Fig. 1: I/O pins on the die edge
Pins as bars across the die edge, other pins in gray.
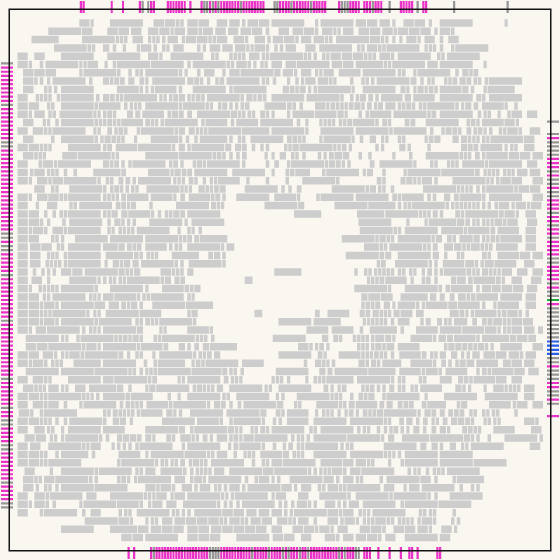
Fig. 2: cell area per tile
18 x 18 tiles, from white (low) to dark blue (high), 0 to 100% covered.
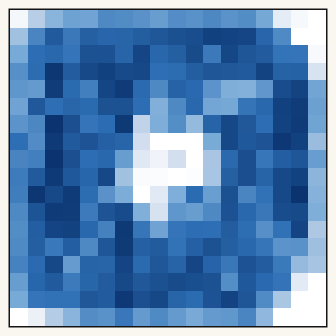
Fig. 3: M3 wires
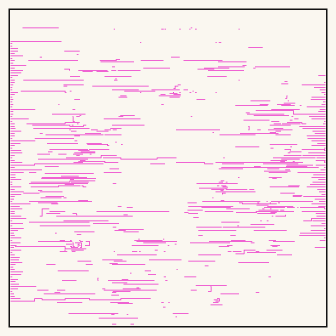
**src/rtl/order_arbiter.sv**
```systemverilog
// order_arbiter: round-robin arbiter that merges one-entry order slots from NUM_REQ
// trading engines into a registered output. Define ORDER_RATE_LIMIT_EN for a token-bucket limiter.
module order_arbiter #(
   parameter int NUM_REQ       = 4,
   parameter int MAX_TOKENS    = 8,
   parameter int REFILL_PERIOD = 16
) (
   input  logic                  clk,
   input  logic                  reset_n,
   input  logic                  enable,
   input  logic [64*NUM_REQ-1:0] req_order,
   input  logic [NUM_REQ-1:0]    req_valid,
   output logic [63:0]           out_order,
   output logic [2:0]            out_port,
   output logic                  out_valid,
   input  logic                  out_ready,
   output logic [15:0]           drop_count,
   output logic                  throttled
);
   localparam int IW = $clog2(NUM_REQ);

   logic [63:0]        slot [NUM_REQ];
   logic [NUM_REQ-1:0] pending;
   logic [IW-1:0]      last_grant;
   logic [IW-1:0]      grant_idx;
   logic               found;
   logic               free;
   logic               token_ok;
   logic               grant;
   logic [NUM_REQ-1:0] drop;
   logic [4:0]         drop_num;
   logic [16:0]        drop_sum;

   function automatic logic [IW-1:0] rr_index(input logic [IW-1:0] base, input int k);
      int s;
      s = int'(base) + k;
      if (s >= NUM_REQ) s = s - NUM_REQ;
      return IW'(s);
   endfunction

   // Search begins just after the last winner, so the previous winner is considered last.
   always_comb begin
      grant_idx = '0;
      found     = 1'b0;
      for (int k = 1; k <= NUM_REQ; k++) begin
         if (!found && pending[rr_index(last_grant, k)]) begin
            found     = 1'b1;
            grant_idx = rr_index(last_grant, k);
         end
      end
   end

   assign free  = !out_valid || out_ready;
   assign grant = free && enable && found && token_ok;

   // A strobe into a pending slot loses the older order unless that slot is leaving this cycle.
   always_comb begin
      drop     = '0;
      drop_num = '0;
      for (int i = 0; i < NUM_REQ; i++) begin
         drop[i]  = enable && req_valid[i] && pending[i] && !(grant && grant_idx == IW'(i));
         drop_num = drop_num + 5'(drop[i]);
      end
      drop_sum = {1'b0, drop_count} + 17'(drop_num);
   end

   always_ff @(posedge clk) begin
      if (!reset_n) begin
         for (int i = 0; i < NUM_REQ; i++) slot[i] <= '0;
         pending    <= '0;
         last_grant <= IW'(NUM_REQ - 1);
         out_order  <= '0;
         out_port   <= '0;
         out_valid  <= 1'b0;
         drop_count <= '0;
      end else begin
         for (int i = 0; i < NUM_REQ; i++) begin
            if (!enable) begin
               pending[i] <= 1'b0;
            end else if (req_valid[i]) begin
               slot[i]    <= req_order[64*i +: 64];
               pending[i] <= 1'b1;
            end else if (grant && grant_idx == IW'(i)) begin
               pending[i] <= 1'b0;
            end
         end
         drop_count <= drop_sum[16] ? 16'hFFFF : drop_sum[15:0];
         if (grant) begin
            out_order  <= slot[grant_idx];
            out_port   <= 3'(grant_idx);
            out_valid  <= 1'b1;
            last_grant <= grant_idx;
         end else if (free) begin
            out_valid <= 1'b0;
         end
      end
   end

`ifdef ORDER_RATE_LIMIT_EN
   logic [7:0]  tokens;
   logic [15:0] refill_cnt;
   logic        refill;

   assign refill    = (refill_cnt == 16'(REFILL_PERIOD - 1));
   assign token_ok  = (tokens != 8'd0);
   assign throttled = free && enable && found && !token_ok;

   // A grant and a refill landing together cancel out.
   always_ff @(posedge clk) begin
      if (!reset_n) begin
         tokens     <= 8'(MAX_TOKENS);
         refill_cnt <= '0;
      end else begin
         refill_cnt <= refill ? 16'd0 : refill_cnt + 16'd1;
         if (grant && !refill)
            tokens <= tokens - 8'd1;
         else if (refill && !grant && tokens != 8'(MAX_TOKENS))
            tokens <= tokens + 8'd1;
      end
   end
`else
   logic unused_cfg;
   assign token_ok   = 1'b1;
   assign throttled  = 1'b0;
   assign unused_cfg = (MAX_TOKENS != REFILL_PERIOD);
`endif

endmodule

```
**config.mk**
```make
export PLATFORM = sky130hd
export DESIGN_NAME = order_arbiter
export DESIGN_NICKNAME = d
export VERILOG_FILES = /design/src/rtl/order_arbiter.sv
export SDC_FILE = /design/constraint.sdc
export NUM_CORES = 1
export LEC_CHECK = 0
export ABC_AREA = 1
export CORE_MARGIN = 2
export CORE_UTILIZATION = 56
export DETAILED_ROUTE_END_ITERATION = 16
export PLACE_DENSITY = 0.86
export SLEW_MARGIN = 25
export SYNTH_ARGS = -nofsm -noshare
export SYNTH_HDL_FRONTEND = slang
export SYNTH_SLANG_ARGS = --single-unit
```
**constraint.sdc**
```tcl
create_clock -name clk -period 11.2 [get_ports clk]
set_input_delay 1.12 -clock clk [delete_from_list [all_inputs] [get_ports clk]]
set_output_delay 1.12 -clock clk [all_outputs]
set_load 0.01 [all_outputs]
```
==> impl_metrics.env <==
# implementation run metrics
export IMPL_drive_above_1_share_pct=3.92
export IMPL_yosysTopAreaCellShare_pct=45.9
export IMPL_top_logic_kind="simple AND/OR/NAND/NOR gates"
export IMPL_ant_nets=0
export IMPL_r2r_start="last_grant[0]$_SDFFE_PN1P_"
export IMPL_p_sw_w=0.00189
export IMPL_num_antenna_cells=0
export IMPL_hp_start="out_port[0]$_SDFFE_PN0P_"
export IMPL_clk_share_pct=5.26
export IMPL_seq_power_share_pct=34.8
export IMPL_final_comb_area_mm2=0.00476
export IMPL_final_cells=2710
export IMPL_die_area_mm2=0.0313
export IMPL_die_w_um=177
export IMPL_fin_crit_sh_pct=53.0
export IMPL_fp_util_pct=56.7
export IMPL_critPathKind="reg -> reg"
export IMPL_hold_path_class="reg -> reg"
export IMPL_path_delay_family="simple AND/OR/NAND/NOR gates"
export IMPL_mux_area_share_pct=0
export IMPL_buffers=357
export IMPL_seq_area_mm2=0.00947
export IMPL_ys_ff=345
export IMPL_outcome="complete, no violations"
export IMPL_n_fill_cell=2046
export IMPL_arrival_ns=6.37
export IMPL_common_cells="inv_1, nor2_1, nand2_1"
export IMPL_wl_met2_um=24400
export IMPL_largest_reg_flops=256
export IMPL_top_regs="slot (256), out_order (64), drop_count (16)"
export IMPL_synth_top_cell_by_count="inv_1"
export IMPL_clkPwrFrac_pct=24.2
export IMPL_slew_headroom_pct=28.4
export IMPL_ioPinCount=349
export IMPL_seq_area_share_pct=44.2
export IMPL_cts_root_buf="clkbuf_16"
export IMPL_finalPower_w=0.00482
export IMPL_core_mm2=0.0296
export IMPL_grt_max_degree=99
-- Fig. 1 (at the start) --
port	color	pins	direction	edge
out_valid	green	1	output	east
req_valid	blue	4	input	east
req_order	magenta	256	input	89 west, 73 south, 66 north, 28 east

-- Fig. 2 (at the start) --
fullest tile	99%
nearly empty tiles	5.2%
tiles over 75% full	52%

-- Fig. 3 (at the start) --
wire length on this layer	4630 um
nets with wire on the layer	382
share of all routed wire	9.4%

